**src/rtl/clock_pkg.sv**
```systemverilog
// Shared constants and BCD helpers for the multifunction clock fields.
package clock_pkg;

  localparam logic [3:0] MODE_RUN = 4'b0001;
  localparam logic [3:0] MODE_SET = 4'b0010;
  localparam logic [3:0] MODE_ALM = 4'b0100;
  localparam logic [3:0] MODE_SW  = 4'b1000;

  localparam int BCD_W = 4;

  function automatic logic [31:0] bin_to_bcd(input int val);
    logic [31:0] r;
    int v;
    r = '0;
    v = val;
    for (int i = 0; i < 8; i++) begin
      r[4*i +: 4] = 4'(v % 10);
      v = v / 10;
    end
    return r;
  endfunction

  function automatic int bcd_to_bin(input logic [31:0] bcd);
    int r;
    r = 0;
    for (int i = 7; i >= 0; i--)
      r = r * 10 + int'(bcd[4*i +: 4]);
    return r;
  endfunction

endpackage

```
**src/rtl/bcd_mode_counter_if.sv**
```systemverilog
// Control and display bundle of one clock field.
interface bcd_mode_counter_if #(
  parameter int DIGITS = 2
);
  logic                  tick;
  logic                  sw_tick;
  logic                  stop;
  logic [3:0]            mode;
  logic                  sel;
  logic                  button;
  logic                  sw_clr;
  logic [4*DIGITS-1:0]   cntout;
  logic                  carry_time;
  logic                  carry_sw;

  modport master (
    output tick, sw_tick, stop, mode,
    output sel, button, sw_clr,
    input  cntout, carry_time, carry_sw
  );

  modport slave (
    input  tick, sw_tick, stop, mode,
    input  sel, button, sw_clr,
    output cntout, carry_time, carry_sw
  );
endinterface

```
**src/rtl/bcd_wrap_inc.sv**
```systemverilog
// Multi-digit BCD increment with wrap at MODULUS-1.
module bcd_wrap_inc
  import clock_pkg::*;
#(
  parameter int DIGITS  = 2,
  parameter int MODULUS = 60
) (
  input  logic [BCD_W*DIGITS-1:0] val,
  output logic [BCD_W*DIGITS-1:0] nxt,
  output logic                    wrap
);
  localparam int W = BCD_W * DIGITS;
  localparam logic [31:0] LAST32 =
    bin_to_bcd(MODULUS - 1);
  localparam logic [W-1:0] LAST = LAST32[W-1:0];

  logic [W-1:0] rip;
  logic         c;

  always_comb begin
    rip = val;
    c   = 1'b1;
    for (int i = 0; i < DIGITS; i++) begin
      if (c) begin
        if (val[4*i +: 4] == 4'd9) begin
          rip[4*i +: 4] = 4'd0;
        end else begin
          rip[4*i +: 4] = val[4*i +: 4] + 4'd1;
          c = 1'b0;
        end
      end
    end
  end

  assign wrap = (val == LAST);
  assign nxt  = wrap ? '0 : rip;

endmodule

```
**src/rtl/bcd_mode_counter.sv**
```systemverilog
// One time field: time, alarm and stopwatch BCD channels
// with mode-selected display and cascadable carries.
module bcd_mode_counter
  import clock_pkg::*;
#(
  parameter int DIGITS   = 2,
  parameter int MODULUS  = 60,
  parameter int BTN_SYNC = 2
) (
  input logic              clk,
  input logic              en,
  bcd_mode_counter_if.slave bus
);
  localparam int W = BCD_W * DIGITS;

  if (MODULUS < 2 || MODULUS > 10**DIGITS) begin : g_bad_mod
    $error("MODULUS out of range for DIGITS");
  end
  if (BTN_SYNC < 2) begin : g_bad_sync
    $error("BTN_SYNC must be at least 2");
  end

  logic [3:0] md;

  always_comb begin
    md = MODE_RUN;
    case (bus.mode)
      MODE_RUN, MODE_SET,
      MODE_ALM, MODE_SW: md = bus.mode;
      default:           md = MODE_RUN;
    endcase
  end

  logic [BTN_SYNC-1:0] sync;
  logic                btn_q;
  logic                btn_pulse;

  assign btn_pulse = sync[BTN_SYNC-1] & ~btn_q;

  always_ff @(posedge clk or negedge en) begin
    if (!en) begin
      sync  <= '0;
      btn_q <= 1'b0;
    end else begin
      sync  <= {sync[BTN_SYNC-2:0], bus.button};
      btn_q <= sync[BTN_SYNC-1];
    end
  end

  logic [W-1:0] t_q, a_q, s_q;
  logic [W-1:0] t_nxt, a_nxt, s_nxt;
  logic         t_wrap, a_wrap, s_wrap;
  logic         ct_q, cs_q;

  bcd_wrap_inc #(.DIGITS(DIGITS), .MODULUS(MODULUS))
    u_inc_t (.val(t_q), .nxt(t_nxt), .wrap(t_wrap));
  bcd_wrap_inc #(.DIGITS(DIGITS), .MODULUS(MODULUS))
    u_inc_a (.val(a_q), .nxt(a_nxt), .wrap(a_wrap));
  bcd_wrap_inc #(.DIGITS(DIGITS), .MODULUS(MODULUS))
    u_inc_s (.val(s_q), .nxt(s_nxt), .wrap(s_wrap));

  logic set_m, inc_t, inc_a, inc_s;

  // In set mode the button owns the time channel; ticks are dropped
  assign set_m = (md == MODE_SET);
  assign inc_t = !bus.stop &&
                 (set_m ? (btn_pulse && bus.sel) : bus.tick);
  assign inc_a = !bus.stop && (md == MODE_ALM) &&
                 bus.sel && btn_pulse;
  assign inc_s = !bus.stop && (md == MODE_SW) && bus.sw_tick;

  always_ff @(posedge clk or negedge en) begin
    if (!en) begin
      t_q  <= '0;
      a_q  <= '0;
      s_q  <= '0;
      ct_q <= 1'b0;
      cs_q <= 1'b0;
    end else begin
      ct_q <= inc_t && !set_m && t_wrap;
      if (inc_t) t_q <= t_nxt;
      if (inc_a) a_q <= a_nxt;
      if (bus.sw_clr) begin
        s_q  <= '0;
        cs_q <= 1'b0;
      end else begin
        cs_q <= inc_s && s_wrap;
        if (inc_s) s_q <= s_nxt;
      end
    end
  end

  logic unused;
  assign unused = a_wrap;

  always_comb begin
    bus.cntout = t_q;
    if (md == MODE_ALM)     bus.cntout = a_q;
    else if (md == MODE_SW) bus.cntout = s_q;
  end

  assign bus.carry_time = ct_q;
  assign bus.carry_sw   = cs_q;

endmodule

```
**src/flat_wrapper.sv**
```systemverilog
// flat-port wrapper written by rule: the top's interface ports become plain ports
module bcd_mode_counter_flat import clock_pkg::*;
#(
  parameter int DIGITS   = 2,
  parameter int MODULUS  = 60,
  parameter int BTN_SYNC = 2
)
  (clk, en, bus_tick, bus_sw_tick, bus_stop, bus_mode, bus_sel, bus_button, bus_sw_clr, bus_cntout, bus_carry_time, bus_carry_sw);
  bcd_mode_counter_if #(.DIGITS(DIGITS)) bus_i ();
  input logic clk;
  input logic en;
  input wire logic [$bits(bus_i.tick)-1:0] bus_tick;
  input wire logic [$bits(bus_i.sw_tick)-1:0] bus_sw_tick;
  input wire logic [$bits(bus_i.stop)-1:0] bus_stop;
  input wire logic [$bits(bus_i.mode)-1:0] bus_mode;
  input wire logic [$bits(bus_i.sel)-1:0] bus_sel;
  input wire logic [$bits(bus_i.button)-1:0] bus_button;
  input wire logic [$bits(bus_i.sw_clr)-1:0] bus_sw_clr;
  output wire logic [$bits(bus_i.cntout)-1:0] bus_cntout;
  output wire logic [$bits(bus_i.carry_time)-1:0] bus_carry_time;
  output wire logic [$bits(bus_i.carry_sw)-1:0] bus_carry_sw;
  assign bus_i.tick = bus_tick;
  assign bus_i.sw_tick = bus_sw_tick;
  assign bus_i.stop = bus_stop;
  assign bus_i.mode = bus_mode;
  assign bus_i.sel = bus_sel;
  assign bus_i.button = bus_button;
  assign bus_i.sw_clr = bus_sw_clr;
  assign bus_cntout = bus_i.cntout;
  assign bus_carry_time = bus_i.carry_time;
  assign bus_carry_sw = bus_i.carry_sw;
  bcd_mode_counter #(.DIGITS(DIGITS), .MODULUS(MODULUS), .BTN_SYNC(BTN_SYNC)) u_core (.clk(clk), .en(en), .bus(bus_i));
endmodule
```
**config.mk**
```make
export PLATFORM = sky130hd
export DESIGN_NAME = bcd_mode_counter_flat
export DESIGN_NICKNAME = d
export VERILOG_FILES = /design/src/rtl/clock_pkg.sv /design/src/rtl/bcd_mode_counter_if.sv /design/src/rtl/bcd_wrap_inc.sv /design/src/rtl/bcd_mode_counter.sv /design/src/flat_wrapper.sv
export SDC_FILE = /design/constraint.sdc
export NUM_CORES = 1
export LEC_CHECK = 0
export CORE_MARGIN = 4
export CORE_UTILIZATION = 60
export CTS_CLUSTER_DIAMETER = 50
export CTS_CLUSTER_SIZE = 40
export DETAILED_ROUTE_END_ITERATION = 8
export PLACE_DENSITY = 0.85
export SLEW_MARGIN = 10
export SYNTH_ARGS = -nofsm -noshare
export SYNTH_HDL_FRONTEND = slang
export SYNTH_SLANG_ARGS = --single-unit
```
**constraint.sdc**
```tcl
create_clock -name clk -period 3.95 [get_ports clk]
set_input_delay 0.5925 -clock clk [delete_from_list [all_inputs] [get_ports clk]]
set_output_delay 0.5925 -clock clk [all_outputs]
set_load 0.01 [all_outputs]
```
==> flow_metrics.env, run 1 <==
# implementation run metrics
export IMPL_grt_pass1_wl_mm=7.01
export IMPL_dp_slack_ns=0.769
export IMPL_cts_resized_gates=0
export IMPL_clockRootBuffer="clkbuf_4"
export IMPL_hold_viol_final=0
export IMPL_synth_seq_share=0.391
export IMPL_syn_num_nets=221
export IMPL_die_area_mm2=0.00405
export IMPL_vias=1576
export IMPL_min_period_ns=3.19
export IMPL_final_nets=243
export IMPL_r2r_start="u_core.sync[1]$_DFF_PN0_"
export IMPL_clock_sinks=29
export IMPL_crit_path_end_kind="output port"
export IMPL_syn_avg_cell_area_um2=9.43
export IMPL_crit_cells=6
export IMPL_setup_slack_ns=0.760
export IMPL_netlist_area_mm2=0.00186
export IMPL_setup_violations=0
export IMPL_cp_endpoint="bus_cntout[2]"
export IMPL_cts_setup_buffers=0
export IMPL_cp_arrival_ns=2.60
export IMPL_synth_stat_cells=197
export IMPL_hold_buffers=0
export IMPL_ys_types=45
export IMPL_yosys_stat_area_mm2=0.00186
export IMPL_async_reset_ff_frac=1.00
export IMPL_antenna_cells=0
export IMPL_synth_top_area_share=0.391
export IMPL_rsz0062_at_grt="no"
export IMPL_die_h_um=63.6
export IMPL_fmax_mhz=313
export IMPL_crit_chain="clkdlybuf4s50_1 -> nor4b_4 -> buf_4 -> mux2i_1 -> o21ai_0 -> clkdlybuf4s50_1"
export IMPL_ys_flops=29
export IMPL_gp_congestion=0.834
export IMPL_die_w_um=63.6
export IMPL_clock_power_share=0.218
export IMPL_common_cells="dfrtp_1, nand2_1, nor2_1"
export IMPL_crit_buf_inv=3
export IMPL_ys_sh_aoi=0.148
export IMPL_warnings=32
export IMPL_hold_path_depth=0
export IMPL_min_from="u_core.sync[0]$_DFF_PN0_"
export IMPL_finClkSkew_ns=0.000718
export IMPL_grt_pass1_vias=1491
export IMPL_internal_power_mw=0.522
export IMPL_h_tree_depth=2
export IMPL_drt_iter0_markers=107
export IMPL_clock_path_buffers=2
export IMPL_tightest_slew_ns=0.925
export IMPL_slew_headroom=0.366
export IMPL_netlist_top_cell_by_area="dfrtp_1"
export IMPL_totalWireLength_mm=4.12
export IMPL_finalSetupTns_ns=0
export IMPL_irDropWorstVdd_mv=0.350
export IMPL_path_clk_slew_ns=0.09
export IMPL_status="finished clean"
export IMPL_crit_top_cell="clkdlybuf4s50_1"
export IMPL_worstRegToRegCells=4
export IMPL_yosys_area_share_adder=0.0809
export IMPL_hpwl_mm=3.02
export IMPL_xor_area_frac=0.00943
export IMPL_rows=19
export IMPL_grt_max_degree=30
export IMPL_seq_power_share=0.471
export IMPL_pwr_share_comb=0.310
export IMPL_p_per_area_mw_per_mm2=374
export IMPL_start_kind="input pin"
export IMPL_p_switching_mw=0.278
export IMPL_ys_sh_mux=0.0660
export IMPL_p_leak_nw=0.932
export IMPL_crit_start="bus_mode[0]"
export IMPL_slew_viol_final=0
export IMPL_hold_path_end="u_core.sync[1]$_DFF_PN0_"
export IMPL_r2r_slack_ns=1.96
export IMPL_antenna_found_initial=0
export IMPL_ys_top_logic_family="simple AND/OR/NAND/NOR gates"
export IMPL_worst_r2r_endpoint="u_core.t_q[2]$_DFFE_PN0P_"
export IMPL_track_usage=0.218
export IMPL_simple_gate_share=0.268
export IMPL_fin_crit_sh=0.808
export IMPL_switching_share=0.347
export IMPL_required_ns=3.36
export IMPL_final_layout_size_suffix_gt1_frac=0.0682
export IMPL_hold_worst_slack_ns=0.358
export IMPL_drv_cap=0
export IMPL_synth_cells=197
export IMPL_critPathMaxStageDelay_ns=0.57
export IMPL_ioPinCount=22
export IMPL_yosys_warnings=0
export IMPL_path_max_fanout=16
export IMPL_critical_path_top_delay_family="buffers and inverters"
export IMPL_dr_pass1_iters=5
export IMPL_drc=0
export IMPL_topCellsByArea="dfrtp_1, ha_1, mux2i_1"
export IMPL_synthFlopType="dfrtp_1"
export IMPL_cts_buffers=5
[run 1: state kept, by name, summed over array words and instances, names as in the netlist]
| signal | cells |
|---|---|
| u_core.a_q | 8 |
| u_core.s_q | 8 |
| u_core.t_q | 8 |
| u_core.sync | 2 |
| u_core.btn_q | 1 |
| u_core.bus.carry_sw | 1 |
| u_core.bus.carry_time | 1 |
[run 1: cell type report]
cell class,instances,area [um2]
clock buffer,6,41.3
inverter,8,30.0
multi-input combinational,151,1060
fill,198,712
sequential,29,726
timing repair buffer,24,233
clock inverter,2,10.0
tap,31,38.8
[run 1: per-layer routing]
layer	up-vias	routed length, um	track usage	part of all wire
li1	754	-	-	-
met1	765	1860	0.282	0.45
met2	52	2000	0.359	0.49
met3	5	218	0.0462	0.053
met4	0	34	0.0809	0.0083
met5	-	0	0	0
[run 1: power groups by stage]
stage          sequential (mW)  combinational [mW]  clock [mW]
2_1_floorplan            0.367               0.141           0
3_3_place_gp             0.380               0.236           0
3_5_place_dp             0.382               0.248           0
4_1_cts                  0.375               0.250       0.176
5_1_grt                  0.382               0.275       0.200
6_report                 0.377               0.248       0.175
[run 1: stage by stage]
stage	area (um2)	power [mW]	instances
6_report	2140	0.800	251
5_1_grt	2140	0.857	251
4_1_cts	2140	0.801	251
3_5_place_dp	2090	0.629	243
3_3_place_gp	2090	0.615	243
2_1_floorplan	1860	0.509	197
[run 1: layout by cell type, fill, tap and decap left out, types with 3 or more instances in the layout]
cell type        count
o31ai_1              6
inv_1                8
mux2i_1             10
a21oi_1              6
nand2_1             18
ha_1                12
and3_1               4
clkbuf_4             5
o21ai_0             11
buf_4                3
nand3b_1             5
nor2_1              17
dfrtp_1             29
clkdlybuf4s50_1     21
nor2b_1              5
nand2b_1             5
nand3_1              9
and3b_1              4
Figure 1. Cells by drive strength (run 1).
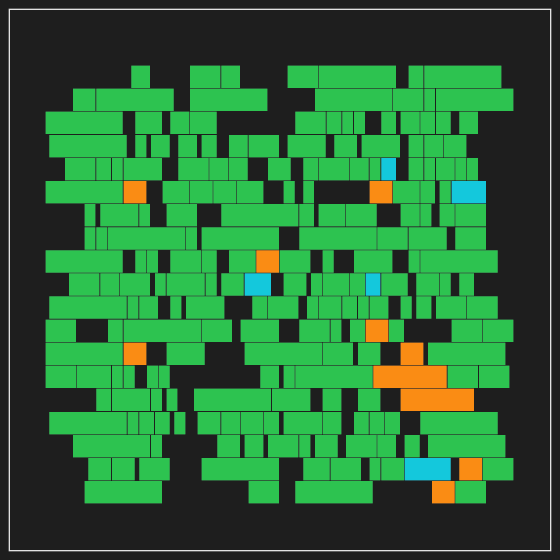
Key: x2 = cyan [cells 5, share 2.3%, most used clkinv_2]; x1 and smaller = green [cells 205, share 93%, most used dfrtp_1]; x3 and x4 = orange [cells 10, share 4.5%, most used clkbuf_4]
non-clock buffer count: 24
P&R area growth vs syn: 15.3%
fin area: 0.00214 mm2

Figure 2. Cell classes on the final placement (run 1).
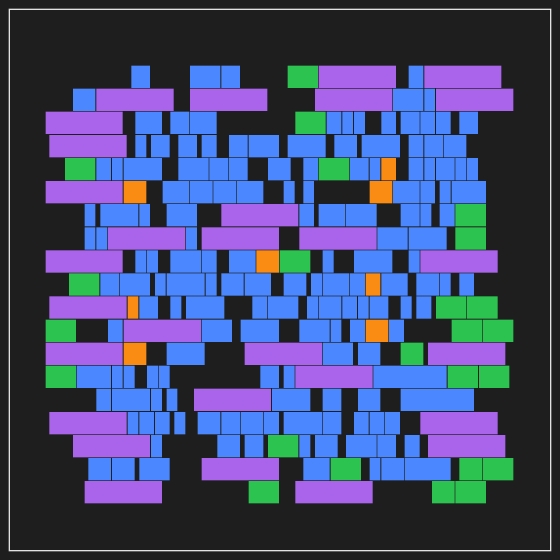
Key: remaining buffers and delay cells = green [cells 24, share of their area 11%]; remaining logic cells = blue [cells 159, share of their area 52%]; registers = purple [cells 29, share of their area 35%]; clock drivers and dummy loads = orange [cells 8, share of their area 2.4%]
CORE AREA: 0.00285 mm2
fraction of area in registers: 0.339

Figure 3. Cell area per tile (run 1).
Scale bar: 20 um. The die is cut into 6 by 6 equal tiles; dark blue is low, red is high, 0 to 100% covered.
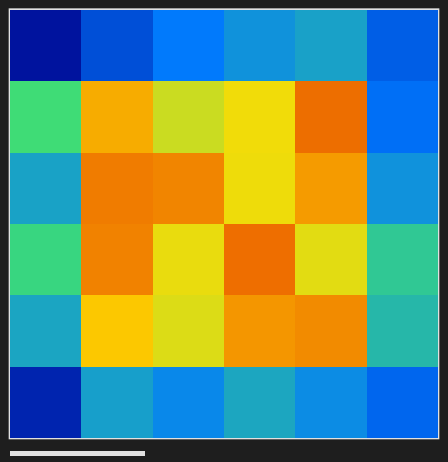
The fullest tile reaches 88%. 28% of the tiles are over 75% full. The densest ninth of the die: centre. The mean over all tiles is 52%.
Layout Utilization: 0.750
fp util: 0.651

Figure 4. Routing congestion (run 1).
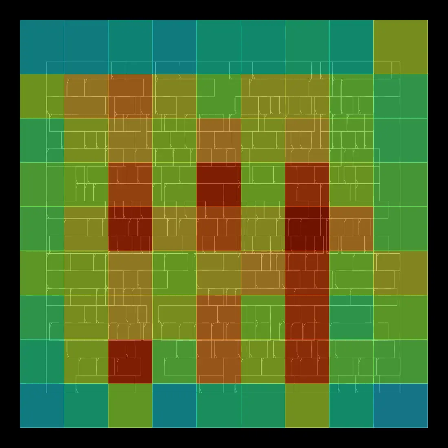
met2 Use GR: 0.359
Most Crowded Layer GR: met2
met1 Track Usage GR: 0.282
M3 GR Usage: 0.0462
detailed-route wire length per cell: 16.4 um

Figure 5. Wiring heat map (run 1).
Scale bar: 20 um. The die is cut into 13 by 13 equal tiles; dark blue is low, red is high, scaled to the fullest tile. Values are wire area over tile area, all layers added.
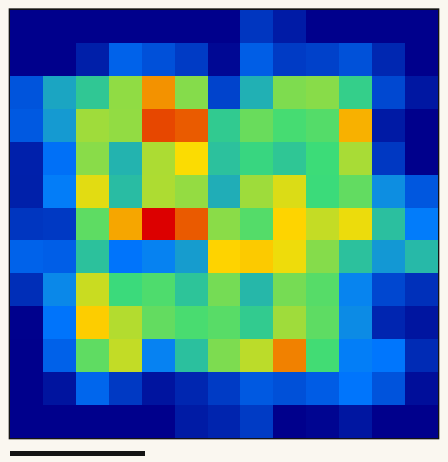

## Run 2: what changed since run 1
--- a/config.mk
+++ b/config.mk
@@ -6,11 +6,11 @@
 export NUM_CORES = 1
 export LEC_CHECK = 0
 export CORE_MARGIN = 4
-export CORE_UTILIZATION = 60
+export CORE_UTILIZATION = 50
 export CTS_CLUSTER_DIAMETER = 50
 export CTS_CLUSTER_SIZE = 40
 export DETAILED_ROUTE_END_ITERATION = 8
-export PLACE_DENSITY = 0.85
+export PLACE_DENSITY = 0.75
 export SLEW_MARGIN = 10
 export SYNTH_ARGS = -nofsm -noshare
 export SYNTH_HDL_FRONTEND = slang
==> constraint.sdc (replaced) <==
create_clock -name clk -period 2.8 [get_ports clk]
set_input_delay 0.42 -clock clk [delete_from_list [all_inputs] [get_ports clk]]
set_output_delay 0.42 -clock clk [all_outputs]
set_load 0.01 [all_outputs]
Figure 6. Wiring heat map (run 2).
Scale bar: 20 um. The die is cut into 14 by 14 equal tiles; dark blue is low, red is high, scaled to the fullest tile. Values are wire area over tile area, all layers added.
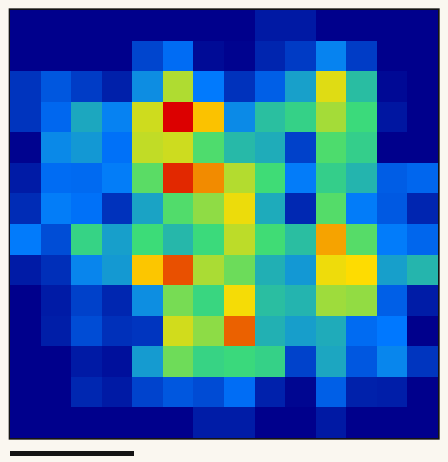
The densest ninth of the die: centre. The fullest tile reaches 0.53. The emptiest ninth of the die: lower left.

Figure 7. Cell area per tile (run 2).
Scale bar: 20 um. The die is cut into 7 by 7 equal tiles; dark blue is low, red is high, 0 to 100% covered.
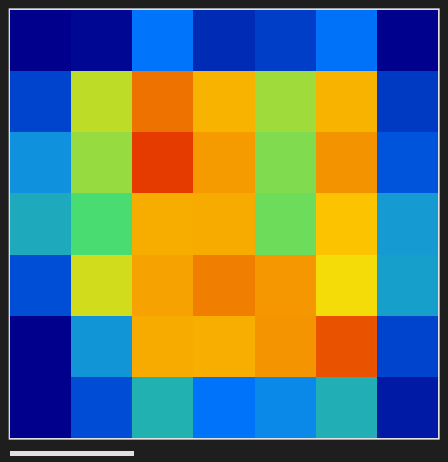
The emptiest ninth of the die: lower left. 33% of the tiles are over 75% full. The fullest tile reaches 93%. 10% of the tiles are nearly empty.
fp util: 0.535
CORE AREA: 0.00347 mm2
Layout Utilization: 0.659

==> flow_metrics.env, run 2 <==
# implementation run metrics
export IMPL_status="finished clean"
export IMPL_clock_path_buffers=2
export IMPL_lay_top_cells="dfrtp_1, nand2_1, nor2_1, clkdlybuf4s50_1, ha_1"
export IMPL_hold_path_depth=0
export IMPL_dp_cells=260
export IMPL_p_per_area_mw_per_mm2=581
export IMPL_cp_endpoint="bus_cntout[2]"
export IMPL_crit_buf_inv=3
export IMPL_synth_cells=197
export IMPL_critPathMaxStageDelay_ns=0.56
export IMPL_hold_viol_final=0
export IMPL_final_layout_size_suffix_gt1_frac=0.0852
export IMPL_die_h_um=68.9
export IMPL_dr_pass1_iters=4
export IMPL_synth_top_area_share=0.391
export IMPL_cp_arrival_ns=1.99
export IMPL_crit_cells=6
export IMPL_start_kind="input pin"
export IMPL_final_nets=246
export IMPL_hold_buffers=0
export IMPL_drv_cap=0
export IMPL_p_leak_nw=1.02
export IMPL_p_total_mw=1.33
export IMPL_cts_buffers=5
export IMPL_cts_resized_gates=0
export IMPL_vias=1550
export IMPL_synth_stat_cells=197
export IMPL_grt_pass1_wl_mm=6.99
export IMPL_finClkSkew_ns=0.00486
export IMPL_rows=21
export IMPL_reg_top3="u_core.a_q x8, u_core.s_q x8, u_core.t_q x8"
export IMPL_ioPinCount=22
export IMPL_async_reset_ff_frac=1.00
export IMPL_antenna_found_initial=0
export IMPL_finalSetupTns_ns=0
export IMPL_drt_iter0_markers=73
export IMPL_nFillCells=303
export IMPL_comb_area_mm2=0.00108
export IMPL_required_ns=2.38
export IMPL_mostFrequentLayoutCell="dfrtp_1"
export IMPL_min_period_ns=2.41
export IMPL_r2r_slack_ns=0.98
export IMPL_irDropWorstVdd_mv=0.391
export IMPL_hold_path_end="u_core.sync[1]$_DFF_PN0_"
export IMPL_h_tree_depth=2
export IMPL_ys_types=45
export IMPL_fmax_mhz=414
export IMPL_gp_congestion=0.744
export IMPL_synth_seq_share=0.391
export IMPL_grt_max_degree=30
export IMPL_path_max_fanout=16
export IMPL_antenna_cells=0
export IMPL_setup_violations=0
export IMPL_clockRootBuffer="clkbuf_8"
export IMPL_synthFlopType="dfrtp_1"
export IMPL_hold_worst_slack_ns=0.354
export IMPL_syn_avg_cell_area_um2=9.43
export IMPL_common_cells="dfrtp_1, nand2_1, nor2_1"
export IMPL_critical_path_top_delay_family="buffers and inverters"
export IMPL_hpwl_mm=3.00
export IMPL_cts_setup_buffers=0
export IMPL_seq_area_um2=726
export IMPL_wl_per_cell_um=15.3
export IMPL_yosys_stat_area_mm2=0.00186
-- run 2: cell counts after synthesis --
No cell type changed its count.
-- run 2: worst reg2reg max path, stage by stage (launching register included) --
cell and delay, ns:
dfrtp_1 0.41, inv_1 0.11, ha_1 0.19, nand3b_1 0.18, o21ai_0 0.44, nor3b_1 0.10, a211o_1 0.27
-- run 2: cell families after synthesis --
logic type / after synthesis / synth area share
AND-OR/OR-AND: 42 / 0.148
multiplexers: 12 / 0.0660
flip-flops: 29 / 0.391
XOR/XNOR: 2 / 0.00944
buffers and inverters: 17 / 0.0371
AND/OR/NAND/NOR: 83 / 0.268
adder cells (fa/ha/maj): 12 / 0.0809
-- run 2: through the flow --
stage / instance area (um2) / setup slack [ns] / util
after floorplan: 1860 / 0.934 / -
after global placement: 2140 / 0.0504 / 0.616
after detailed placement: 2140 / 0.0328 / 0.616
after CTS: 2250 / 0.0331 / 0.649
after global routing: 2280 / 0.268 / 0.659
final: 2280 / 0.387 / 0.659
-- run 2: routing by layer --
layer  routed length [um]  global-route usage  vias to the layer above  part of all wire
li1                     -                   -                      760                 -
met1                 1790               0.241                      740              0.43
met2                 2040               0.340                       44              0.49
met3                  240              0.0600                        6             0.058
met4                   59              0.0827                        0             0.014
met5                    0                   0                        -                 0
-- run 2: power breakdown --
group / internal [mW] / switching (mW)
registers: 0.465 / 0.0681
clock network: 0.290 / 0.155
logic: 0.181 / 0.170
total: 0.936 / 0.393
-- run 2: cell type report --
type	count	share of cell area
clock buffer	7	0.0378
timing repair buffer	27	0.122
inverter	8	0.0131
tap	46	0.0252
clock inverter	1	0.0131
multi-input combinational	151	0.471
sequential	29	0.318
## Run 3: what changed since run 2
--- a/config.mk
+++ b/config.mk
@@ -10,6 +10,7 @@
 export CTS_CLUSTER_DIAMETER = 50
 export CTS_CLUSTER_SIZE = 40
 export DETAILED_ROUTE_END_ITERATION = 8
+export GPL_TIMING_DRIVEN = 1
 export PLACE_DENSITY = 0.75
 export SLEW_MARGIN = 10
 export SYNTH_ARGS = -nofsm -noshare
Figure 8. Wiring heat map (run 3).
Scale bar: 20 um. The die is cut into 14 by 14 equal tiles; dark blue is low, red is high, scaled to the fullest tile. Values are wire area over tile area, all layers added.
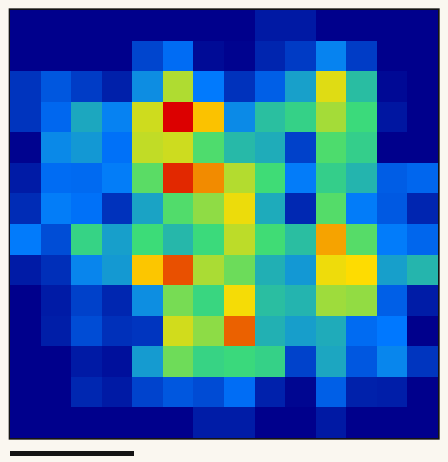
19% of the tiles are over half the peak. The fullest tile reaches 0.53. The densest ninth of the die: centre.
Via Count: 1,550
overall routing resource usage: 0.203
Post-Route WL: 4.13 mm

Figure 9. Cells by drive strength (run 3).
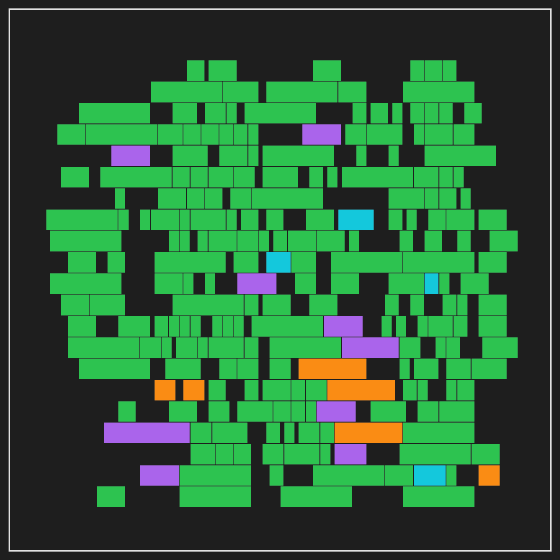
Key: x6 and larger = purple [cells 9, share 4.0%, most used clkbuf_8]; x3 and x4 = orange [cells 6, share 2.7%]; x2 = cyan [cells 4, share 1.8%]; x1 and smaller = green [cells 204, share 91%, most used dfrtp_1]

==> flow_metrics.env, run 3 <==
# implementation run metrics
export IMPL_drc=0
export IMPL_start_kind="input pin"
export IMPL_nFillCells=303
export IMPL_synth_seq_share=0.391
export IMPL_mostFrequentLayoutCell="dfrtp_1"
export IMPL_ys_sh_aoi=0.148
export IMPL_syn_avg_cell_area_um2=9.43
export IMPL_core_mm2=0.00347
export IMPL_grt_max_degree=30
export IMPL_ys_sh_mux=0.0660
export IMPL_fmax_mhz=414
export IMPL_yosys_area_share_adder=0.0809
export IMPL_crit_buf_inv=3
export IMPL_synthFlopType="dfrtp_1"
export IMPL_required_ns=2.38
export IMPL_final_nets=246
export IMPL_hold_viol_final=0
export IMPL_rows=21
export IMPL_dp_slack_ns=0.0328
export IMPL_fin_crit_sh=0.862
export IMPL_setup_violations=0
export IMPL_final_layout_size_suffix_gt1_frac=0.0852
export IMPL_antenna_found_initial=0
export IMPL_yosys_stat_area_mm2=0.00186
export IMPL_clock_sinks=29
export IMPL_xor_area_frac=0.00943
export IMPL_clock_path_buffers=2
export IMPL_cp_arrival_ns=1.99
export IMPL_path_max_fanout=16
export IMPL_fp_util=0.535
export IMPL_rsz0062_at_grt="no"
export IMPL_syn_to_final_growth_pct=23.0
export IMPL_cts_buffers=5
export IMPL_synth_top_area_share=0.391
export IMPL_die_h_um=68.9
export IMPL_setup_slack_ns=0.387
export IMPL_ioPinCount=22
export IMPL_cts_setup_buffers=0
export IMPL_warnings=32
export IMPL_cts_resized_gates=0
export IMPL_dr_pass1_iters=4
export IMPL_slew_headroom=0.697
export IMPL_yosys_warnings=0
export IMPL_synth_stat_cells=197
export IMPL_die_area_mm2=0.00475
export IMPL_async_reset_ff_frac=1.00
export IMPL_netlist_area_mm2=0.00186
export IMPL_finalSetupTns_ns=0
export IMPL_common_cells="dfrtp_1, nand2_1, nor2_1"
export IMPL_p_per_area_mw_per_mm2=581
export IMPL_finClkSkew_ns=0.00486
export IMPL_critical_path_top_delay_family="buffers and inverters"
export IMPL_ys_top_logic_family="simple AND/OR/NAND/NOR gates"
export IMPL_synth_cells=197
export IMPL_fin_area_mm2=0.00228
export IMPL_place_area_mm2=0.00214
export IMPL_reg_top3="u_core.a_q x8, u_core.s_q x8, u_core.t_q x8"
export IMPL_crit_path_end_kind="output port"
export IMPL_grt_pass1_wl_mm=6.99
export IMPL_utilization=0.659
export IMPL_critPathMaxStageDelay_ns=0.56
export IMPL_tightest_slew_ns=0.449
export IMPL_irDropWorstVdd_mv=0.391
export IMPL_path_clk_slew_ns=0.06
export IMPL_min_period_ns=2.41
export IMPL_die_w_um=68.9
export IMPL_hpwl_mm=3.00
export IMPL_gp_congestion=0.744
export IMPL_status="finished clean"
export IMPL_topCellsByArea="dfrtp_1, ha_1, mux2i_1"
export IMPL_grt_pass1_vias=1572
export IMPL_clockRootBuffer="clkbuf_8"
export IMPL_antenna_cells=0
run 3: cell counts after synthesis:
No cell type changed its count.
run 3: layer usage:
| layer | part of all wire | up-vias | track usage |
|---|---|---|---|
| li1 | - | 760 | - |
| met4 | 0.014 | 0 | 0.0827 |
| met3 | 0.058 | 6 | 0.0600 |
| met2 | 0.49 | 44 | 0.340 |
| met5 | 0 | - | 0 |
| met1 | 0.43 | 740 | 0.241 |
run 3: path summary, 6_finish.rpt:
path	startpoint	endpoint	slack, ns	cells after the start
setup / recovery	bus_mode[2]	bus_cntout[2]	0.39	6
setup reg to reg	u_core.t_q[1]$_DFFE_PN0P_	u_core.t_q[6]$_DFFE_PN0P_	0.98	6
hold / removal	u_core.sync[0]$_DFF_PN0_	u_core.sync[1]$_DFF_PN0_	0.35	0
min in group asynchronous	en	u_core.a_q[1]$_DFFE_PN0P_	0.53	2
max in group asynchronous	en	u_core.t_q[2]$_DFFE_PN0P_	1.99	2
hold reg to reg	u_core.sync[0]$_DFF_PN0_	u_core.sync[1]$_DFF_PN0_	0.35	0
run 3: power breakdown:
part,internal (mW),switching [mW]
Clock,0.290,0.155
Combinational,0.181,0.170
Sequential,0.465,0.0681
run 3: per-stage QoR:
stage	hold WS, ns	total power, mW	instances
after floorplan	0.124	0.718	197
after global placement	0.346	0.866	260
after detailed placement	0.337	0.883	260
after CTS	0.361	1.34	268
after global routing	0.375	1.42	269
final	0.354	1.33	269
run 3: cell type report:
class,count,area (um2),share of cell area
inverters,8,30.0,0.0131
repair buffers,27,279,0.122
well taps,46,57.6,0.0252
clock buffers,7,86.3,0.0378
flip-flops and latches,29,726,0.318
multi-input cells,151,1080,0.471
clock inverters,1,30.0,0.0131
No activity file was given, so power comes from the tool's default toggle rates.
